Fig. 1: run 1, congestion heat map
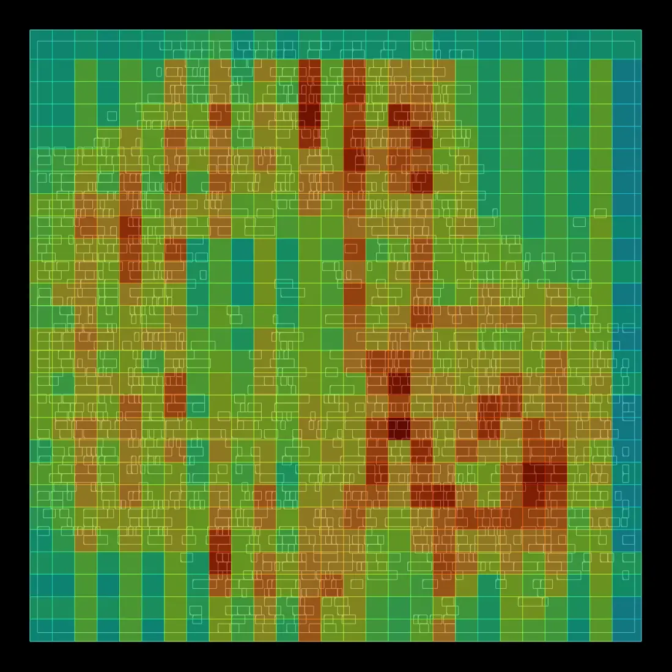
Fig. 2: run 1, clock distribution
Drawn at 2 px/um.
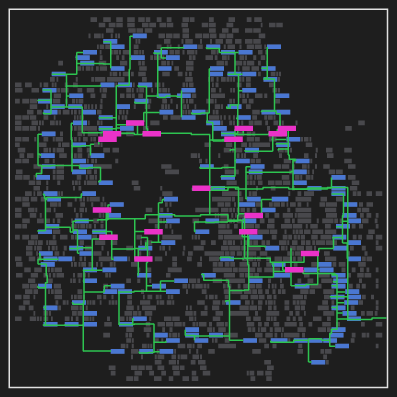
Fig. 3: run 1, selected gate families
Drawn at 2 px/um.
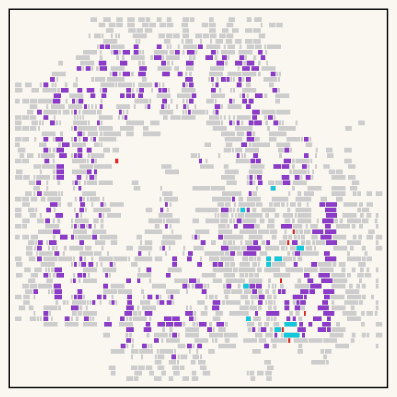
--- config.mk ---
export PLATFORM = sky130hd
export DESIGN_NAME = grf_wport_arbiter
export DESIGN_NICKNAME = d
export VERILOG_FILES = /design/src/rtl/grf_wport_arbiter.sv
export SDC_FILE = /design/constraint.sdc
export NUM_CORES = 1
export LEC_CHECK = 0
export CAP_MARGIN = 15
export CORE_MARGIN = 2
export CORE_UTILIZATION = 26
export DETAILED_ROUTE_END_ITERATION = 8
export GPL_TIMING_DRIVEN = 0
export PLACE_DENSITY = 0.57
export SETUP_SLACK_MARGIN = 0.05
export SYNTH_ARGS = -nofsm -noshare
export SYNTH_HDL_FRONTEND = slang
export SYNTH_SLANG_ARGS = --single-unit
--- constraint.sdc ---
create_clock -name clk -period 2.46 [get_ports clk]
set_clock_uncertainty 0.05 [all_clocks]
set_input_delay 0.492 -clock clk [delete_from_list [all_inputs] [get_ports clk]]
set_output_delay 0.492 -clock clk [all_outputs]
set_load 0.02 [all_outputs]
--- src/rtl/grf_wport_arbiter.sv ---
// Two-requester arbiter (writeback stage, multiply/divide unit) for a single GRF write port.
// Optional write trace: define GRF_ARB_TRACE_EN to print every granted write.
module grf_wport_arbiter #(
    parameter int unsigned STARVE_LIMIT = 4
) (
    input  logic        clk,
    input  logic        reset,
    input  logic        wb_valid,
    output logic        wb_ready,
    input  logic [4:0]  wb_addr,
    input  logic [31:0] wb_data,
    input  logic [31:0] wb_pc,
    input  logic        md_valid,
    output logic        md_ready,
    input  logic [4:0]  md_addr,
    input  logic [31:0] md_data,
    input  logic [31:0] md_pc,
    output logic        RegWrite,
    output logic [4:0]  RegAddr,
    output logic [31:0] RegData,
    output logic [31:0] PC,
    output logic [31:0] busy
);

    localparam int unsigned AW = 5;
    localparam int unsigned DW = 32;
    localparam int unsigned CW = 4;
    localparam int unsigned NR = 32;

    localparam logic [0:0] WB_PRIO  = 1'b0;
    localparam logic [0:0] MD_FORCE = 1'b1;

    logic [0:0]    state_q, state_d;
    logic [CW-1:0] cnt_q, cnt_d;
    logic          wb_held_q, wb_held_d, md_held_q, md_held_d;
    logic [AW-1:0] wb_addr_q, wb_addr_d, md_addr_q, md_addr_d;
    logic [DW-1:0] wb_data_q, wb_data_d, md_data_q, md_data_d;
    logic [DW-1:0] wb_pc_q, wb_pc_d, md_pc_q, md_pc_d;
    logic          md_older_q, md_older_d;
    logic [NR-1:0] busy_q, busy_d;

    logic grant_wb, grant_md, wb_acc, md_acc;

    // Grant: same-address entries drain oldest first, otherwise the FSM picks the winner.
    always_comb begin
        grant_wb = 1'b0;
        grant_md = 1'b0;
        if (wb_held_q && md_held_q) begin
            if (wb_addr_q == md_addr_q) begin
                grant_md = md_older_q;
                grant_wb = !md_older_q;
            end else if (state_q == MD_FORCE) begin
                grant_md = 1'b1;
            end else begin
                grant_wb = 1'b1;
            end
        end else begin
            grant_wb = wb_held_q;
            grant_md = md_held_q;
        end
    end

    assign wb_ready = reset && (!wb_held_q || grant_wb);
    assign md_ready = reset && (!md_held_q || grant_md);
    assign RegWrite = reset && (grant_wb || grant_md);
    assign RegAddr  = !reset ? '0 : grant_wb ? wb_addr_q : grant_md ? md_addr_q : '0;
    assign RegData  = !reset ? '0 : grant_wb ? wb_data_q : grant_md ? md_data_q : '0;
    assign PC       = !reset ? '0 : grant_wb ? wb_pc_q   : grant_md ? md_pc_q   : '0;
    assign busy     = reset ? busy_q : '0;

    // Writes to register 0 complete the handshake but are dropped here.
    assign wb_acc = wb_valid && wb_ready && (wb_addr != '0);
    assign md_acc = md_valid && md_ready && (md_addr != '0);

    always_comb begin
        state_d    = state_q;
        cnt_d      = cnt_q;
        wb_held_d  = wb_held_q;
        wb_addr_d  = wb_addr_q;
        wb_data_d  = wb_data_q;
        wb_pc_d    = wb_pc_q;
        md_held_d  = md_held_q;
        md_addr_d  = md_addr_q;
        md_data_d  = md_data_q;
        md_pc_d    = md_pc_q;
        md_older_d = md_older_q;
        busy_d     = '0;

        if (grant_wb) wb_held_d = 1'b0;
        if (grant_md) md_held_d = 1'b0;
        if (wb_acc) begin
            wb_held_d = 1'b1;
            wb_addr_d = wb_addr;
            wb_data_d = wb_data;
            wb_pc_d   = wb_pc;
        end
        if (md_acc) begin
            md_held_d = 1'b1;
            md_addr_d = md_addr;
            md_data_d = md_data;
            md_pc_d   = md_pc;
        end

        // Same-edge acceptance counts as WB first.
        if (md_acc && !wb_acc)      md_older_d = !wb_held_d;
        else if (wb_acc && !md_acc) md_older_d = md_held_d;
        else if (wb_acc && md_acc)  md_older_d = 1'b0;

        if (md_held_q && !grant_md) cnt_d = (cnt_q == 4'hF) ? cnt_q : cnt_q + 4'd1;
        else                        cnt_d = '0;

        case (state_q)
            WB_PRIO:  if (cnt_d >= CW'(STARVE_LIMIT)) state_d = MD_FORCE;
            MD_FORCE: if (grant_md) state_d = WB_PRIO;
            default:  state_d = WB_PRIO;
        endcase

        for (int i = 1; i < NR; i++) begin
            busy_d[i] = (wb_held_d && (wb_addr_d == AW'(i))) ||
                        (md_held_d && (md_addr_d == AW'(i)));
        end
    end

    always_ff @(posedge clk) begin
        if (!reset) begin
            state_q    <= WB_PRIO;
            cnt_q      <= '0;
            wb_held_q  <= 1'b0;
            wb_addr_q  <= '0;
            wb_data_q  <= '0;
            wb_pc_q    <= '0;
            md_held_q  <= 1'b0;
            md_addr_q  <= '0;
            md_data_q  <= '0;
            md_pc_q    <= '0;
            md_older_q <= 1'b0;
            busy_q     <= '0;
        end else begin
            state_q    <= state_d;
            cnt_q      <= cnt_d;
            wb_held_q  <= wb_held_d;
            wb_addr_q  <= wb_addr_d;
            wb_data_q  <= wb_data_d;
            wb_pc_q    <= wb_pc_d;
            md_held_q  <= md_held_d;
            md_addr_q  <= md_addr_d;
            md_data_q  <= md_data_d;
            md_pc_q    <= md_pc_d;
            md_older_q <= md_older_d;
            busy_q     <= busy_d;
        end
    end

`ifdef GRF_ARB_TRACE_EN
    always @(posedge clk) begin
        if (RegWrite) $display("%d@%h: $%d <= %h", $time, PC, RegAddr, RegData);
    end
`else
`endif

endmodule
==> flow_metrics.py, run 1 <==
# Flow results
metrics = {
    "synthesis": {
        "syn_area_per_cell_um2": 7.957,
        "aoi_share_pct": 28.04,
        "synth-xor-area-share_pct": 0.7643,
        "numSynthFlops": 177,
        "synth_nets": 1254,
        "synth.logic.top_family": "AND-OR/OR-AND gates",
        "ys_sh_mux_pct": 2.109,
        "synth-edff-count": 0,
        "synth_top_area_share_pct": 40.08,
        "synthCells": 1111,
        "async_reset_ff_share_pct": 0,
        "synthesis.area_um2": 8840,
        "yosys-stat-cells": 1111,
        "ff_type": "dfxtp_1",
        "ys_sh_adder_pct": 0.1415,
        "ys_seq_share_pct": 40.08,
        "yosys_area_um2": 8840,
        "simple_gate_share_pct": 22.99,
        "synth_warnings": 0,
        "top_cells_by_area": "dfxtp_1, nand2_1, a21boi_0",
        "largest_area_cell": "dfxtp_1",
    },
    "power": {
        "p_seq_mw": 3.09,
        "p_comb_share_pct": 18.0,
        "finalPower_mw": 7.059,
        "switching_share_pct": 29.09,
        "clock_power_mw": 2.70,
        "pwr-share-clk_pct": 38.2,
        "power.leakage_nw": 4.992,
        "power_frac_seq_pct": 43.8,
        "cellInternalPower_mw": 5.005,
        "maxPowerGroup": "registers",
        "ir_worst_vdd_uv": 453.2,
        "p_sw_mw": 2.053,
        "p_per_area_nw_per_um2": 506.6,
    },
    "final_timing": {
        "finalClockPeriodUsage_pct": 127.7,
        "slew_viol_final": 0,
        "hold_violations": 0,
        "slew_headroom_pct": 58.76,
        "setup_viol": 116,
        "layout_min_cycle_time_ns": 3.142,
        "fmax_ghz": 0.3182,
        "setup_slack_ns": -0.6822,
    },
    "worst_setup_path": {
        "crit_type": "reg2out",
        "max_stage_delay_ns": 0.39,
        "path_depth": 10,
        "crit_family": "buffers and inverters",
        "crit_end": "PC[0]",
        "crit_top_cell": "buf_12",
        "required_ns": 1.92,
        "cp_max_fo": 7,
        "ff2ff_setup_slack_ns": -0.15,
        "path_cells": "xor2_4, nor3_4, a21boi_4, or2_4, buf_12, buf_12, clkbuf_16, o211ai_1, a21boi_2, buf_4",
        "critPathLaunch": "wb_addr_q[2]",
        "critPathLaunchType": "register",
        "r2r-end": "busy_q[20]",
        "r2r-start": "wb_addr_q[0]",
        "critPathSlowestCell": "dfxtp_4",
        "r2r_cells": 7,
        "worst_setup_path_end_kind": "output port",
        "path_buffers": 4,
    },
    "floorplanning": {
        "fp_util_pct": 26.36,
        "fp.dieW_um": 188.4,
        "fp-row-count": 67,
        "die-area_um2": 35490,
        "die_y_um": 188.4,
        "core_area_um2": 33530,
        "pin_count": 246,
    },
    "placed_design": {
        "gp_congestion": 0.8560,
        "dpl_cell_area_um2": 12130,
        "portBuffers": 242,
        "dpl.hpwl_um": 24890,
        "place_ws_ns": -1.834,
    },
    "route": {
        "dr_total_vias": 9148,
        "avgRoutedWirePerCell_um": 18.00,
        "vias_per_cell": 4.866,
        "initialDrtViolationCount": 604,
        "wl_um": 33840,
        "dr.pass1.iters": 5,
        "ant_nets": 0,
        "drc_errors": 0,
    },
    "cells_and_area": {
        "syn2layout_area_growth_pct": 57.62,
        "design_area_um2": 13930,
        "drive_gt1_share_pct": 26.29,
        "fin_nets": 1561,
    },
    "min_path": {
        "holdPathEnd": "md_pc_q[23]",
        "hp-class": "reg2reg",
        "hold_depth": 2,
        "min_from": "md_pc_q[23]",
    },
    "global_route": {
        "antenna_found_initial": 7,
        "overflow": 0,
        "grt_pass1_vias": 9199,
        "grt_first_pass_wirelength_um": 51930,
        "grt_max_degree": 19,
    },
    "cts": {
        "tritoncts": "done",
        "h-tree-depth": 4,
        "cts.sink_count": 177,
        "cts_buffers": 17,
        "cts_buffer_depth": 2,
        "cts.clk_slew.worst_paths_ns": 0.08,
        "clk_latency_ns": 0.43,
        "cts_root_buf": "clkbuf_16",
    },
    "job": {
        "drv_cap": 0,
    },
    "run_status": {
        "status": "finished with violations",
        "violations": "negative setup slack",
    },
}
-- Fig. 1 (at the start) --
met3 GRT Util: 4.470%
GR Util All Layers: 18.84%

-- Fig. 2 (at the start) --
[magenta] clock-net drivers | count: 17
[green] clock wires | length: 2540 um
[blue] flip-flops | count: 177
flops lie	all over the die

-- Fig. 3 (at the start) --
color	family	cells
cyan	non-inverting ao/oa cells	11
red	inv cells	7
purple	aoi and oai cells	336

run 1: cell usage in the layout, fill, tap and decap left out, types with 6 or more instances in the layout:
| cell type | instances |
|---|---|
| o21ai_0 | 41 |
| clkdlybuf4s50_1 | 136 |
| clkbuf_2 | 26 |
| clkdlybuf4s15_1 | 12 |
| mux2i_1 | 8 |
| a21boi_0 | 46 |
| o22ai_1 | 7 |
| clkbuf_16 | 21 |
| o21ai_1 | 25 |
| clkbuf_1 | 38 |
| nor3_1 | 12 |
| buf_8 | 14 |
| o32ai_2 | 15 |
| nand3_1 | 76 |
| dfxtp_1 | 171 |
| buf_6 | 61 |
| buf_12 | 11 |
| clkbuf_4 | 6 |
| buf_4 | 62 |
| nand2_1 | 270 |
| nor2_1 | 15 |
| a21boi_2 | 69 |
| inv_8 | 6 |
| a21boi_1 | 21 |
| o32ai_1 | 9 |
| and2_1 | 37 |
| nor2b_1 | 8 |
| o211ai_1 | 70 |
| inv_1 | 6 |
| a21oi_1 | 7 |
run 1: routing by layer:
metal  up-vias  track usage (%)  wire length [um]
li1       4521                -                 -
met1      4307            24.39             15360
met2       264            31.12             16090
met3        48            4.470              1753
met4         8            5.619               582
met5         -                0                57
run 1: tightest hold or removal path, delay by kind of cell (launching register included):
family | cells | cell delay (ns)
flip-flops | 1 | 0.31
AND-OR/OR-AND | 1 | 0.05
AND/OR/NAND/NOR | 1 | 0.05
run 1: through the flow:
step	setup TNS, ns	utilization, %	hold WS, ns	instances
after floorplan	-0.1517	-	0.3853	1111
after global placement	-279.55	36.15	0.3939	1801
after detailed placement	-284.73	36.19	0.3966	1802
after CTS	-47.13	40.07	0.4082	1862
after global routing	-58.61	41.54	0.4248	1879
final	-44.77	41.55	0.4024	1880
run 1: cell usage after synthesis (2+ instances only):
cell	count
nor3b_1	2
o21ai_0	67
a21boi_1	21
nor2b_1	8
buf_6	2
o211ai_1	70
buf_4	12
nor3_1	12
a21boi_0	116
o22ai_1	12
xor2_2	2
a211oi_1	3
clkbuf_1	63
nor2_1	20
nand2_1	271
xor2_1	3
a21oi_1	8
o21ai_1	4
nor3_4	2
dfxtp_1	177
a31oi_1	2
mux2i_1	10
o32ai_1	24
o21a_1	4
or3_1	3
buf_2	27
nor2_2	2
nand3_1	77
and2_1	37
mux2i_4	2
mux2_4	2
inv_1	6
and3_1	7
run 1: layout make-up:
type                            count  area (um^2)
Antenna cell                        2        5.005
Multi-Input combinational cell    822         5404
Inverter                            7        27.53
Tap cell                          448        560.5
Fill cell                        3420        19600
Clock inverter                     14        133.9
Buffer                            104        810.8
Sequential cell                   177         3561
Timing Repair Buffer              289         3005
Clock buffer                       17        425.4
run 1: repair_timing:
item / CTS / global route
endpoints found under the setup margin: 277 / 263
gates cloned: 8 / 4
setup buffers: 21 / 13
gates resized: 538 / 178
pin swaps: 87 / 65
run 1: flip-flops by register name, indices dropped and copies added (netlist names):
signal / flops
state_q: 1
md_held_q: 1
wb_pc_q: 32
md_older_q: 1
wb_addr_q: 5
md_addr_q: 5
md_data_q: 32
md_pc_q: 32
busy_q: 31
wb_held_q: 1
cnt_q: 4
wb_data_q: 32
==> run 1 -> run 2 <==
--- a/config.mk
+++ b/config.mk
@@ -11,6 +11,7 @@
 export DETAILED_ROUTE_END_ITERATION = 8
 export GPL_TIMING_DRIVEN = 0
 export PLACE_DENSITY = 0.57
+export REMOVE_ABC_BUFFERS = 1
 export SETUP_SLACK_MARGIN = 0.05
 export SYNTH_ARGS = -nofsm -noshare
 export SYNTH_HDL_FRONTEND = slang
Fig. 4: run 2, congestion heat map
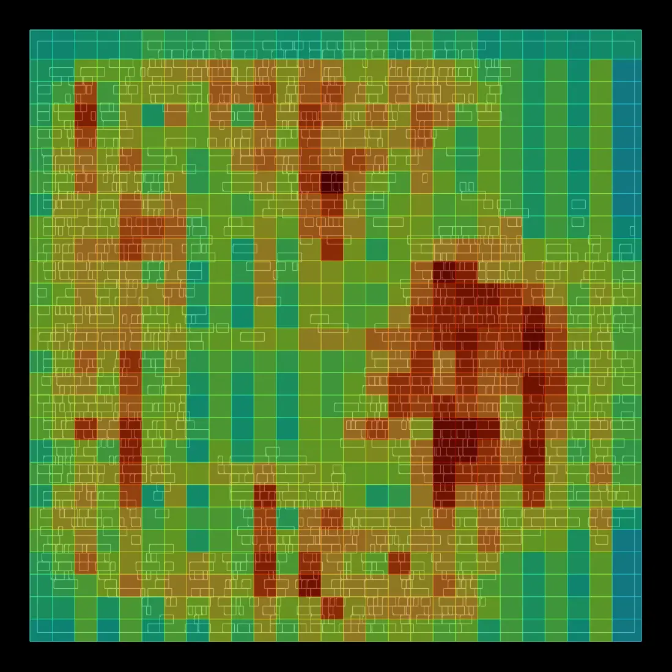
met3 GRT Util: 5.476%
M1 GR Usage: 27.22%
final core occ: 43.27%
drt wl/cell: 20.93 um
most used routing layer: met2

==> run 2 against run 1 <==
The run still ends with negative setup slack left; sequential power about the same; critical path type unchanged; synthesized cell count is the same; largest power group unchanged; synthesized area did not move.
==> flow_metrics.py, run 2 <==
# Flow results
metrics = {
    "synthesis": {
        "synth-edff-count": 0,
        "ff_type": "dfxtp_1",
        "synth_warnings": 0,
        "largest_area_cell": "dfxtp_1",
        "top_cells_by_area": "dfxtp_1, nand2_1, a21boi_0",
        "yosys-top-cells-count": "nand2_1, dfxtp_1, a21boi_0, nand3_1, o211ai_1",
        "synth_top_area_share_pct": 40.08,
        "syn_area_per_cell_um2": 7.957,
        "synthCells": 1111,
        "ys_seq_share_pct": 40.08,
        "yosys-stat-cells": 1111,
        "async_reset_ff_share_pct": 0,
        "top_cell": "nand2_1",
        "numSynthFlops": 177,
        "synthesis.area_um2": 8840,
    },
    "global_route": {
        "antenna_found_initial": 1,
        "grt_max_degree": 72,
        "grt.total_usage_pct": 20.89,
        "grt_pass1_vias": 9441,
        "grt_first_pass_wirelength_um": 57420,
        "overflow": 0,
    },
    "final_timing": {
        "fmax_ghz": 0.3213,
        "slew_viol_final": 0,
        "setup_viol": 90,
        "hold_violations": 0,
        "finalClockPeriodUsage_pct": 126.5,
        "setup_slack_ns": -0.6519,
        "layout_min_cycle_time_ns": 3.112,
        "setup_tns_ns": -39.37,
        "hold_ws_ns": 0.3902,
        "slew_headroom_pct": 61.29,
    },
    "run_status": {
        "violations": "negative setup slack",
        "status": "finished with violations",
    },
    "cells_and_area": {
        "fin_nets": 1537,
        "ff_latch_area_um2": 3588,
        "design_area_um2": 14510,
        "lay_top_count": "nand2_1",
        "logic_area_um2": 5680,
        "drive_gt1_share_pct": 27.36,
        "syn2layout_area_growth_pct": 64.13,
        "nFillCells": 3279,
        "diodes": 0,
    },
    "floorplanning": {
        "fp_util_pct": 26.36,
        "fp.dieW_um": 188.4,
        "die-area_um2": 35490,
        "core_area_um2": 33530,
        "die_y_um": 188.4,
        "pin_count": 246,
        "fp-row-count": 67,
    },
    "cts": {
        "cts_root_buf": "clkbuf_16",
        "clk_latency_ns": 0.44,
        "holdBufCountCts": 0,
        "cts_buffers": 17,
        "cts_buffer_depth": 2,
        "cts.sink_count": 177,
        "h-tree-depth": 4,
    },
    "route": {
        "vias_per_cell": 5.153,
        "dr.pass1.iters": 5,
        "drc_errors": 0,
        "wl_um": 38830,
        "initialDrtViolationCount": 689,
        "dr_total_vias": 9559,
        "ant_nets": 0,
    },
    "worst_setup_path": {
        "worst_setup_path_end_kind": "output port",
        "cp_max_fo": 6,
        "ff2ff_setup_slack_ns": -0.06,
        "r2r_cells": 11,
        "required_ns": 1.92,
        "r2r-end": "md_older_q",
        "critPathLaunchType": "register",
        "r2r-start": "wb_addr_q[1]",
        "critPathLaunch": "md_addr_q[2]",
        "crit_type": "reg2out",
    },
    "power": {
        "power.leakage_nw": 5.133,
        "p_per_area_nw_per_um2": 500.4,
    },
    "min_path": {
        "min_from": "reset",
        "hp-class": "in2reg",
        "holdPathEnd": "state_q",
        "hold_depth": 3,
    },
    "placed_design": {
        "portBuffers": 244,
        "gp_congestion": 0.8687,
        "dpl.hpwl_um": 19640,
        "dpl_cell_area_um2": 11760,
        "place_ws_ns": -1.359,
    },
    "job": {
        "drv_cap": 0,
    },
}
[run 2: cell counts after synthesis]
No cell type changed its count.
[run 2: repair_timing]
action / in CTS / in global routing
buffers inserted: 70 / 23
gates cloned: 16 / 6
endpoints found under the setup margin: 271 / 211
resized: 565 / 178
pin swaps: 52 / 64
[run 2: per-stage QoR]
step | util, % | total power, mW | std cells
finish | 43.27 | 7.261 | 1855
global route | 43.27 | 7.554 | 1855
CTS | 41.04 | 7.217 | 1831
detailed placement | 35.07 | 4.120 | 1714
global placement | 33.86 | 4.096 | 1698
floorplan | - | 3.549 | 1006
[run 2: kinds of logic (layout without fill, tap and decap cells)]
logic type	after synthesis	count (layout)	synth area share (%)
fa+ha+maj	1	1	0.1415
buf+inv	112	401	5.832
simple gates	452	458	22.99
compound gates	347	348	28.04
mux	15	15	2.109
other cells	1	1	0.04242
flops	177	177	40.08
xor+xnor	6	6	0.7644
[run 2: layout make-up]
cell class              instances  share of cell area (%)
multi-input cells             829                   39.15
inverters                       7                  0.2156
well taps                     448                   3.863
clock buffers                  20                   3.225
repair buffers                362                   27.98
clock inverters                12                  0.8279
flip-flops and latches        177                   24.73
[run 2: worst max path at each step]
| stage | end | slack, ns | depth (start not counted) |
|---|---|---|---|
| 6_report | RegData[17] | -0.65 | 12 |
| 5_1_grt | PC[21] | -0.75 | 10 |
| 4_1_cts | RegData[16] | -0.72 | 11 |
| 3_5_place_dp | RegAddr[1] | -1.36 | 8 |
| 3_3_place_gp | busy_q[7] | -9.72 | 6 |
| 2_1_floorplan | busy_q[26] | -2.34 | 6 |
[run 2: critical path, cell delays in order (launching register included)]
cell	delay, ns
dfxtp_4	0.37
xor2_4	0.19
nor3_4	0.28
and3_4	0.24
buf_6	0.11
buf_12	0.11
o21ai_4	0.05
buf_12	0.16
buf_8	0.13
clkbuf_16	0.16
nand3_1	0.08
a21boi_1	0.06
buf_4	0.16
[run 2: layer usage]
metal | up-vias | part of all wire, % | track usage, %
met5 | - | 0.033 | 0
met2 | 401 | 45 | 33.55
li1 | 4487 | - | -
met4 | 2 | 2.7 | 6.971
met1 | 4599 | 45 | 27.22
met3 | 70 | 7.1 | 5.476
[run 2: where the power goes]
part           internal, mW  total, mW  switching [mW]
logic                 0.673       1.37           0.693
registers              3.00       3.09          0.0903
clock network          1.51       2.80            1.29
Power is estimated from default activity; no workload was simulated.
